==> config.mk <==
export PLATFORM = sky130hd
export DESIGN_NAME = my_fir
export DESIGN_NICKNAME = d
export VERILOG_FILES = /design/src/rtl/fir_pkg.sv /design/src/rtl/fir_mac.sv /design/src/rtl/my_fir.sv
export SDC_FILE = /design/constraint.sdc
export NUM_CORES = 2
export LEC_CHECK = 0
export ABC_AREA = 1
export CAP_MARGIN = 10
export CORE_UTILIZATION = 50
export DETAILED_ROUTE_END_ITERATION = 16
export GPL_TIMING_DRIVEN = 1
export PLACE_DENSITY_LB_ADDON = 0.12
export SETUP_SLACK_MARGIN = 0.1
export SLEW_MARGIN = 20
export SYNTH_ARGS = -nofsm -noshare
export SYNTH_HDL_FRONTEND = slang
export SYNTH_SLANG_ARGS = --single-unit
==> constraint.sdc <==
create_clock -name clk -period 9.9 [get_ports clk]
set_input_delay 0.99 -clock clk [delete_from_list [all_inputs] [get_ports clk]]
set_output_delay 0.99 -clock clk [all_outputs]
set_load 0.05 [all_outputs]
==> src/rtl/fir_pkg.sv <==
// Shared constants and types for the 64-tap time-shared FIR filter.
package fir_pkg;

  localparam int TAPS     = 64;
  localparam int SAMPLE_W = 16;
  localparam int COEF_W   = 16;
  localparam int ACC_W    = 38;
  localparam int IDX_W    = $clog2(TAPS);

  typedef enum logic [1:0] {
    IDLE = 2'd0,
    MAC  = 2'd1,
    DONE = 2'd2
  } fir_state_e;

  typedef logic signed [COEF_W-1:0] coef_array_t [TAPS];

  // Tap weights h[0]..h[63]; h[0] multiplies the newest sample.
  localparam coef_array_t FIR_COEFFS = '{
    16'sd120,    -16'sd340,   16'sd512,    16'sd87,     -16'sd1023,  16'sd2048,   -16'sd77,    16'sd301,
    -16'sd4096,  16'sd1500,   16'sd33,     -16'sd990,   16'sd7777,   -16'sd250,   16'sd640,    -16'sd12,
    16'sd32767,  -16'sd32000, 16'sd5,      -16'sd5,     16'sd999,    16'sd1234,   -16'sd2222,  16'sd450,
    16'sd18000,  -16'sd9000,  16'sd300,    16'sd64,     -16'sd64,    16'sd2500,   -16'sd1800,  16'sd700,
    -16'sd15000, 16'sd12000,  16'sd8,      -16'sd8,     16'sd1111,   -16'sd4444,  16'sd3333,   16'sd16,
    16'sd255,    -16'sd256,   16'sd4000,   -16'sd3000,  16'sd2000,   -16'sd1000,  16'sd500,    -16'sd100,
    16'sd25000,  16'sd10,     -16'sd20000, 16'sd7,      16'sd6000,   -16'sd6000,  16'sd1,      -16'sd1,
    16'sd42,     -16'sd42,    16'sd900,    -16'sd900,   16'sd13000,  -16'sd13,    16'sd77,     -16'sd31000
  };

endpackage

==> src/rtl/fir_mac.sv <==
// Registered signed multiply-accumulate: acc += sample * coef each enabled cycle.
// 'sum' is the accumulator plus the current product, so the owner can capture
// the finished total on the same edge that adds the last tap.
module fir_mac
  import fir_pkg::*;
#(
  parameter int SampleWidth = SAMPLE_W,
  parameter int CoefWidth   = COEF_W,
  parameter int AccWidth    = ACC_W
) (
  input  logic                        clk,
  input  logic                        rst,
  input  logic                        clear,
  input  logic                        en,
  input  logic signed [SampleWidth-1:0] sample,
  input  logic signed [CoefWidth-1:0]   coef,
  output logic signed [AccWidth-1:0]    sum
);

  localparam int ProdWidth = SampleWidth + CoefWidth;

  logic signed [ProdWidth-1:0] product;
  logic signed [AccWidth-1:0]  acc;

  // Operands are widened first so the full signed product is kept.
  assign product = ProdWidth'(sample) * ProdWidth'(coef);
  assign sum     = acc + {{(AccWidth - ProdWidth){product[ProdWidth-1]}}, product};

  // Accumulator: cleared on a new sample, otherwise adds one tap per enabled edge.
  always_ff @(posedge clk or negedge rst) begin
    if (!rst) begin
      acc <= '0;
    end else if (clear) begin
      acc <= '0;
    end else if (en) begin
      acc <= sum;
    end
  end

endmodule

==> src/rtl/my_fir.sv <==
// 64-tap direct-form FIR with a single time-shared MAC (one tap per clock).
// Handshake: a sample is taken on any rising edge where inputValid=1 and the
// filter is in IDLE or DONE; inputValid is ignored while computing. The result
// appears 64 edges later with outputValid high for exactly one cycle, and
// FIR_output holds that value until the next result.
module my_fir
  import fir_pkg::*;
#(
  parameter int          InputWidth  = SAMPLE_W,
  parameter int          OutputWidth = ACC_W,
  parameter coef_array_t Coeffs      = FIR_COEFFS
) (
  input  logic                          clk,
  input  logic                          rst,
  input  logic                          inputValid,
  input  logic signed [InputWidth-1:0]  FIR_input,
  output logic                          outputValid,
  output logic signed [OutputWidth-1:0] FIR_output
);

  localparam logic [IDX_W-1:0] LastIdx = IDX_W'(TAPS - 1);

  fir_state_e                    state;
  logic [IDX_W-1:0]              idx;
  logic signed [InputWidth-1:0]  delay_line [TAPS];
  logic                          accept;
  logic                          mac_en;
  logic signed [InputWidth-1:0]  cur_sample;
  logic signed [COEF_W-1:0]      cur_coef;
  logic signed [OutputWidth-1:0] mac_sum;

  assign accept     = inputValid && (state != MAC);
  assign mac_en     = (state == MAC);
  assign cur_sample = delay_line[idx];
  assign cur_coef   = Coeffs[idx];

  // Delay line: newest sample at position 0, shifted only on an accepted sample.
  always_ff @(posedge clk or negedge rst) begin
    if (!rst) begin
      for (int i = 0; i < TAPS; i++) delay_line[i] <= '0;
    end else if (accept) begin
      delay_line[0] <= FIR_input;
      for (int i = 1; i < TAPS; i++) delay_line[i] <= delay_line[i-1];
    end
  end

  // Control FSM: tap index, result register and the one-cycle valid pulse.
  always_ff @(posedge clk or negedge rst) begin
    if (!rst) begin
      state       <= IDLE;
      idx         <= '0;
      FIR_output  <= '0;
      outputValid <= 1'b0;
    end else begin
      unique case (state)
        IDLE, DONE: begin
          outputValid <= 1'b0;
          if (inputValid) begin
            idx   <= '0;
            state <= MAC;
          end else begin
            state <= IDLE;
          end
        end
        MAC: begin
          if (idx == LastIdx) begin
            FIR_output  <= mac_sum;
            outputValid <= 1'b1;
            state       <= DONE;
          end else begin
            idx <= idx + IDX_W'(1);
          end
        end
        default: begin
          outputValid <= 1'b0;
          state       <= IDLE;
        end
      endcase
    end
  end

  fir_mac #(
    .SampleWidth(InputWidth),
    .CoefWidth  (COEF_W),
    .AccWidth   (OutputWidth)
  ) u_mac (
    .clk   (clk),
    .rst   (rst),
    .clear (accept),
    .en    (mac_en),
    .sample(cur_sample),
    .coef  (cur_coef),
    .sum   (mac_sum)
  );

endmodule

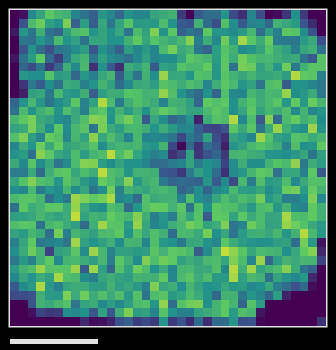
Fig. 1. Placement density heat map.
The bar under the picture is 100 um long. The die is cut into 36 by 36 equal tiles; dark purple is low, yellow is high, 0 to 100% covered.
4.2% of the tiles are nearly empty. 8.3% of the tiles are over 75% full. The fullest tile reaches 91%. The mean over all tiles is 53%.

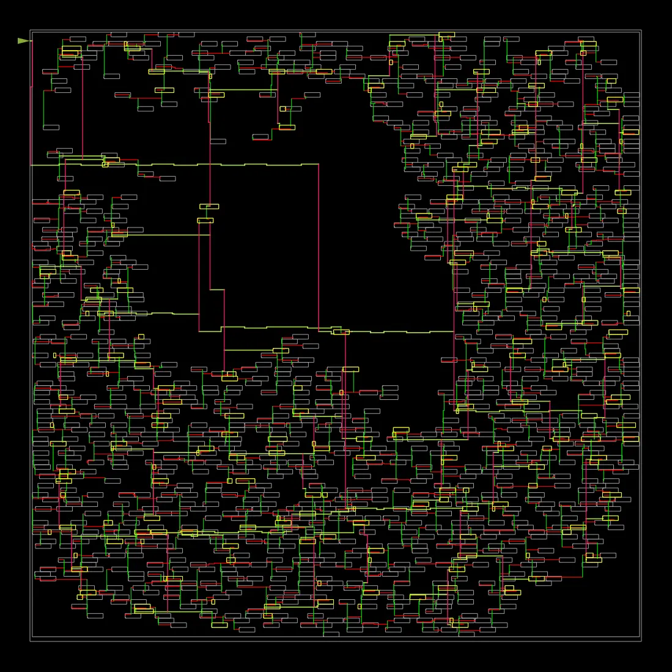
Fig. 2. Clock nets.
Final Skew: 0.0539 ns
Num Clock Sinks: 1,108

==> qor.csv <==
metric;value;unit
clock-root-buffer;clkbuf_16;
path_buffers;8;
lay_top_count;nand2_1;
fmax;0.108;GHz
setup_tns;0;ns
vias;51300;
status;complete, no violations;
crit_path_end_kind;flip-flop;
r2r_start;idx[1];
fp_nets;8176;
grt_max_degree;254;
layout-drive-gt1-share;6.64;%
holdWs;0.225;ns
yosysTopAreaCell;dfrtp_1;
flop_cell;dfrtp_1;
hp-class;in -> async;
ant_nets;0;
arrival;9.87;ns
yosys_cells;7757;
timing.final.ws_setup;0.666;ns
cts_tree;yes;
place_congestion;0.997;
r2r.worst_path.cells;43;
design_area;70200;um2
final_cell_count_no_fill;9473;
ys_types;59;
synth-async-reset-ratio;100;%
ys_area;63200;um2
gr-usage-all-layers;27.6;%
cts_buffers;118;
crit_slowest_cell;fa_1;
clkSlewWorstSetupHoldPaths;0.07;ns
warning_count;81;
edf_count;0;
setup_viol;0;
dp.cells;9249;
fin_util;55.9;%
grt_overflow_total;0;
rr_endpoint;FIR_output[34];
clockBufferDepth;3;
die_w;358;um
worst_ep_required_time;10.54;ns
synth.top_cell.area_share;43.9;%
ff2ff_setup_slack;0.67;ns
final_cell_mix;nand2_1 (1,812), inv_1 (1,116), dfrtp_1 (1,104), o21ai_0 (803), nor2_1 (652);
core;126000;um2
ys_ff;1108;
criticalPathCategory;reg -> reg;
synthTopCellsByCount;nand2_1 (1,814), inv_1 (1,116), dfrtp_1 (1,108), o21ai_0 (803), nor2_1 (654);
drcViolationCount;0;
fillerInstances;11600;
die_h;358;um
drt_iter0_markers;4530;
clkLatencyLatePin;0.79;ns
syn_area;63200;um2
drt_wl_total;173000;um
pre_cts_slack;0.582;ns
worst_pin_slew;1.05;ns
crit_family;adder cells;
cpPeakStageDelay;0.64;ns
dieArea;128000;um2
min_period_over_period;93.3;%
ys_warn_count;0;
dp_hpwl;114000;um
layout.nets;8138;
antenna_found_initial;2;
cts.repair.resized;0;
fp_util;50.3;%
ctsHoldBuffers;0;
htree_levels;3;
slew_headroom;30.0;%
grt_pass1_wl;279000;um
dr.pass1.iters;6;
dpl_cell_area;65900;um2
port_buffers;57;
finalCriticalPeriod;9.23;ns
finalHoldViolations;0;
max-cap-violations;0;
grt_pass1_vias;49800;
synthCells;7757;
rsz0062_at_grt;yes;
crit_fanout;58;
synth.most_common_cell;nand2_1;
ioPinCount;58;
syn_to_final_growth;11.0;%
slew_viol_final;0;
synth.yosys.seq_area_share;43.9;%
critPathLaunchType;flip-flop;
area_leaders;dfrtp_1 (44%), nand2_1 (11%), fa_1 (8.4%);
-- cell type report --
class,count,area (um2),share of cell area [%]
antenna,2,5.00,0.00713
multi-input combinational,5078,29100,41.4
tap,1650,2060,2.94
clock buffer,163,3380,4.82
inverter,1134,4270,6.09
clock inverter,59,897,1.28
sequential,1108,27700,39.5
timing repair buffer,279,2750,3.92
-- flip-flops by register name, summed over array words and instances, names as in the netlist --
register,count
outputValid,1
FIR_output,38
state,1
idx,6
delay_line,1024
u_mac.acc,38
-- worst max path at each step --
stage	slack, ns	endpoint	from	depth (start not counted)
detailed placement	0.58	u_mac.acc[35]	idx[0]	43
global route	0.08	FIR_output[33]	idx[0]	43
CTS	0.53	u_mac.acc[35]	idx[0]	44
global placement	0.59	u_mac.acc[31]	idx[0]	40
finish	0.67	FIR_output[34]	idx[1]	43
floorplan	1.58	u_mac.acc[33]	idx[2]	43
-- routing by layer --
metal / global-route usage, % / up-vias / wire, um
li1: - / 24800 / -
met1: 40.1 / 24900 / 80300
met2: 43.1 / 1248 / 78400
met3: 3.67 / 292 / 9320
met4: 8.40 / 0 / 4940
met5: 0 / - / 0
-- kinds of logic (layout without fill, tap and decap cells) --
group	after synthesis	in the layout	synth area share (%)
compound gates	1813	1813	16.2
xor+xnor	43	43	0.596
fa+ha+maj	400	400	11.1
buf+inv	1571	1635	10.2
flops	1108	1108	43.9
mux	22	22	0.392
other cells	0	2	0
simple gates	2800	2800	17.7
